===== config.mk =====
export PLATFORM = sky130hd
export DESIGN_NAME = alu_seq
export DESIGN_NICKNAME = d
export VERILOG_FILES = /design/src/rtl/alu_seq.sv
export SDC_FILE = /design/constraint.sdc
export NUM_CORES = 1
export LEC_CHECK = 0
export CAP_MARGIN = 20
export CORE_UTILIZATION = 25
export CTS_CLUSTER_DIAMETER = 100
export DETAILED_ROUTE_END_ITERATION = 7
export GPL_TIMING_DRIVEN = 0
export PLACE_DENSITY = 0.42
export REMOVE_ABC_BUFFERS = 1
export SLEW_MARGIN = 20
export SYNTH_ARGS = -nofsm -noshare
export SYNTH_HDL_FRONTEND = slang
export SYNTH_SLANG_ARGS = --single-unit

===== constraint.sdc =====
create_clock -name clk -period 3.4 [get_ports clk]
set_input_delay 0.51 -clock clk [delete_from_list [all_inputs] [get_ports clk]]
set_output_delay 0.51 -clock clk [all_outputs]
set_load 0.05 [all_outputs]

===== src/rtl/alu_seq.sv =====
// Handshaked ALU with an iterative shift-add multiplier and a persistent carry for ADC/SBC chains.
// Single-cycle ops complete on the accept edge; MUL occupies the block for WIDTH cycles.
module alu_seq #(
    parameter int WIDTH  = 8,
    parameter int MUL_EN = 1
) (
    input  logic             clk,
    input  logic             rst_n,
    input  logic             in_valid,
    output logic             in_ready,
    input  logic [WIDTH-1:0] lhs_in,
    input  logic [WIDTH-1:0] rhs_in,
    input  logic [3:0]       operation,
    output logic             out_valid,
    input  logic             out_ready,
    output logic [WIDTH-1:0] result,
    output logic [WIDTH-1:0] result_hi,
    output logic [4:0]       flags,
    output logic             carry_q,
    output logic             busy
);

    localparam logic [3:0] OP_ADD = 4'd0;
    localparam logic [3:0] OP_ADC = 4'd1;
    localparam logic [3:0] OP_SUB = 4'd2;
    localparam logic [3:0] OP_SBC = 4'd3;
    localparam logic [3:0] OP_AND = 4'd4;
    localparam logic [3:0] OP_OR  = 4'd5;
    localparam logic [3:0] OP_XOR = 4'd6;
    localparam logic [3:0] OP_NOT = 4'd7;
    localparam logic [3:0] OP_SHL = 4'd8;
    localparam logic [3:0] OP_SHR = 4'd9;
    localparam logic [3:0] OP_ASR = 4'd10;
    localparam logic [3:0] OP_MUL = 4'd11;
    localparam logic [3:0] OP_CMP = 4'd12;

    localparam int                CNT_W    = $clog2(WIDTH + 1);
    localparam logic [CNT_W-1:0] CNT_LAST = CNT_W'(WIDTH - 1);

    typedef enum logic [0:0] {S_IDLE, S_BUSY} state_e;

    state_e                 state_q, state_d;
    logic                   out_valid_q, out_valid_d;
    logic [WIDTH-1:0]       result_q, result_d;
    logic [WIDTH-1:0]       result_hi_q, result_hi_d;
    logic [4:0]             flags_q, flags_d;
    logic                   carry_d;
    logic [CNT_W-1:0]       cnt_q, cnt_d;
    logic [2*WIDTH-1:0]     mcand_q, mcand_d;
    logic [WIDTH-1:0]       mplier_q, mplier_d;
    logic [2*WIDTH-1:0]     prod_q, prod_d;

    logic [WIDTH-1:0]       add_b;
    logic                   add_cin;
    logic [WIDTH:0]         sum;
    logic [WIDTH-1:0]       alu_res;
    logic [WIDTH-1:0]       flag_val;
    logic                   alu_lcarry;
    logic                   alu_ovf;
    logic [4:0]             alu_flags;
    logic                   is_arith, is_shift, is_logic, is_mul, is_reserved;
    logic [2*WIDTH-1:0]     prod_next;
    logic                   accept;

    assign in_ready  = (state_q == S_IDLE) && (!out_valid_q || out_ready);
    assign accept    = in_valid && in_ready;
    assign busy      = (state_q == S_BUSY);
    assign out_valid = out_valid_q;
    assign result    = result_q;
    assign result_hi = result_hi_q;
    assign flags     = flags_q;

    // Single-cycle datapath: one shared adder serves ADD/ADC/SUB/SBC/CMP.
    always_comb begin
        // NOTE: every signal gets a default first so no path leaves it unassigned (no latch).
        is_arith    = operation inside {OP_ADD, OP_ADC, OP_SUB, OP_SBC, OP_CMP};
        is_shift    = operation inside {OP_SHL, OP_SHR, OP_ASR};
        is_logic    = operation inside {OP_AND, OP_OR, OP_XOR, OP_NOT};
        is_mul      = (operation == OP_MUL) && (MUL_EN != 0);
        is_reserved = !(is_arith || is_shift || is_logic || is_mul);

        add_b = (operation inside {OP_SUB, OP_SBC, OP_CMP}) ? ~rhs_in : rhs_in;
        case (operation)
            OP_ADC, OP_SBC: add_cin = carry_q;
            OP_SUB, OP_CMP: add_cin = 1'b1;
            default:        add_cin = 1'b0;
        endcase
        sum = {1'b0, lhs_in} + {1'b0, add_b} + {{WIDTH{1'b0}}, add_cin};

        alu_res    = lhs_in;
        alu_lcarry = 1'b0;
        case (operation)
            OP_ADD, OP_ADC, OP_SUB, OP_SBC: alu_res = sum[WIDTH-1:0];
            OP_AND: alu_res = lhs_in & rhs_in;
            OP_OR:  alu_res = lhs_in | rhs_in;
            OP_XOR: alu_res = lhs_in ^ rhs_in;
            OP_NOT: alu_res = ~lhs_in;
            OP_SHL: begin
                alu_res    = {lhs_in[WIDTH-2:0], 1'b0};
                alu_lcarry = lhs_in[WIDTH-1];
            end
            OP_SHR: begin
                alu_res    = {1'b0, lhs_in[WIDTH-1:1]};
                alu_lcarry = lhs_in[0];
            end
            OP_ASR: begin
                alu_res    = {lhs_in[WIDTH-1], lhs_in[WIDTH-1:1]};
                alu_lcarry = lhs_in[0];
            end
            default: alu_res = lhs_in;
        endcase

        // CMP returns a unchanged but reports the flags of the subtraction.
        flag_val  = is_arith ? sum[WIDTH-1:0] : alu_res;
        alu_ovf   = is_arith && (lhs_in[WIDTH-1] ^ sum[WIDTH-1])
                             && (add_b[WIDTH-1] ^ sum[WIDTH-1]);
        alu_flags = {alu_lcarry, is_arith && sum[WIDTH], ~|flag_val,
                     flag_val[WIDTH-1], alu_ovf};
    end

    assign prod_next = prod_q + (mplier_q[0] ? mcand_q : {2*WIDTH{1'b0}});

    always_comb begin
        state_d     = state_q;
        out_valid_d = out_valid_q;
        result_d    = result_q;
        result_hi_d = result_hi_q;
        flags_d     = flags_q;
        carry_d     = carry_q;
        cnt_d       = cnt_q;
        mcand_d     = mcand_q;
        mplier_d    = mplier_q;
        prod_d      = prod_q;

        if (out_valid_q && out_ready) begin
            out_valid_d = 1'b0;
        end

        case (state_q)
            S_IDLE: begin
                if (accept && is_mul) begin
                    state_d  = S_BUSY;
                    mcand_d  = {{WIDTH{1'b0}}, lhs_in};
                    mplier_d = rhs_in;
                    prod_d   = '0;
                    cnt_d    = '0;
                end else if (accept) begin
                    out_valid_d = 1'b1;
                    result_d    = alu_res;
                    result_hi_d = '0;
                    if (!is_reserved) begin
                        flags_d = alu_flags;
                    end
                    if (is_arith) begin
                        carry_d = alu_flags[3];
                    end else if (is_shift) begin
                        carry_d = alu_lcarry;
                    end
                end
            end
            S_BUSY: begin
                prod_d   = prod_next;
                mcand_d  = mcand_q << 1;
                mplier_d = mplier_q >> 1;
                cnt_d    = cnt_q + CNT_W'(1);
                if (cnt_q == CNT_LAST) begin
                    state_d     = S_IDLE;
                    out_valid_d = 1'b1;
                    result_d    = prod_next[WIDTH-1:0];
                    result_hi_d = prod_next[2*WIDTH-1:WIDTH];
                    flags_d     = {2'b00, ~|prod_next, prod_next[2*WIDTH-1], 1'b0};
                end
            end
            default: state_d = S_IDLE;
        endcase
    end

    always_ff @(posedge clk or negedge rst_n) begin
        if (!rst_n) begin
            state_q     <= S_IDLE;
            out_valid_q <= 1'b0;
            result_q    <= '0;
            result_hi_q <= '0;
            flags_q     <= '0;
            carry_q     <= 1'b0;
            cnt_q       <= '0;
            mcand_q     <= '0;
            mplier_q    <= '0;
            prod_q      <= '0;
        end else begin
            // NOTE: non-blocking so every flop samples the pre-edge values computed above.
            state_q     <= state_d;
            out_valid_q <= out_valid_d;
            result_q    <= result_d;
            result_hi_q <= result_hi_d;
            flags_q     <= flags_d;
            carry_q     <= carry_d;
            cnt_q       <= cnt_d;
            mcand_q     <= mcand_d;
            mplier_q    <= mplier_d;
            prod_q      <= prod_d;
        end
    end

endmodule


placement_by_type.png
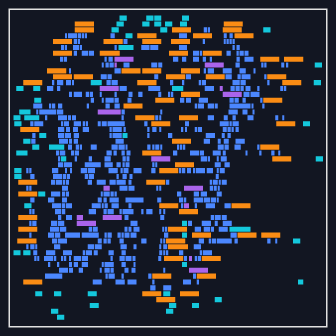
Blue shows combinational and other logic, cells 505, share of their area 57%. Orange shows sequential cells, cells 68, share of their area 28%. Cyan shows remaining buffers and delay cells, cells 57, share of their area 10%. Purple shows clock drivers and dummy loads, cells 16, share of their area 4.9%.

==> results.cfg <==
; flow metrics
[global_route]
use_met2_pct = 25.60
use_met1_pct = 19.13
grt-ovfl-total = 0
grt_pass1_vias = 4721

[finish]
mostFrequentLayoutCells = nand2_1, dfrtp_1, nor2_1
num-nets-final = 707
drive_gt1_share_pct = 10.22
clkbuf_count = 10
seq_area_share_pct = 26.63
layout.area.comb_um2 = 3333
buffer_area_share_pct = 9.816
n_all_inverters = 27

[timing]
fin_ws_ns = 0.1302
hold_ws_ns = 0.04613
timing.final.crit_period_ns = 3.270
fin_tns_setup_ns = 0
slew_viol_final = 0

[synth]
yosys-mux-area-fraction_pct = 3.592
ys_types = 81
logic_family = AND-OR/OR-AND gates
mappedNetlistArea_um2 = 5225

[pwr]
p_clk_w = 0.000962
power.density_nw_per_um2 = 876.8
switching_share_pct = 46.86
internal-power_w = 0.002981

[worst_setup_path]
r2r_start = carry_q
path_max_fanout = 31
cp_top_family = AND-OR/OR-AND gates
worst-r2r-setup-slack_ns = 0.24
worstPathCellList = buf_12 > and2_4 > a22oi_4 > xnor2_1 > fa_2 > fa_1 > a21o_1 > a21oi_1 > xnor2_1 > a211oi_2 > a21oi_1 > nor4b_4 > o22ai_1 > o41ai_2

[cts]
ctsHoldBuffers = 0
numCtsBuffers = 9
cts_tree = built
insertion_delay_ns = 0.34

[routing]
wl_um = 15400
dr.pass1.iters = 5
top_layer_used = met4
met3_length_um = 671
vias = 4612
drt-vias-per-instance = 5.035

[placed_design]
hpwlAfterDp_um = 11410

[die]
coreArea_um2 = 20360
die_y_um = 146.6
die_area_um2 = 21480

[run]
max_cap_viol_count = 0

[worst_hold_path]
hp-class = input port to async pin

[status]
status = complete, no violations
metal_density.png
29 x 29 tiles, from dark blue (low) to red (high), scaled to the fullest tile. Values are wire area over tile area, all layers added.
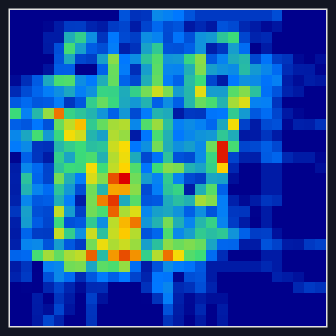
The fullest tile reaches 0.50. The emptiest ninth of the die: south-east. 24% of the tiles are nearly empty. The mean over all tiles is 0.11. 14% of the tiles are over half the peak.

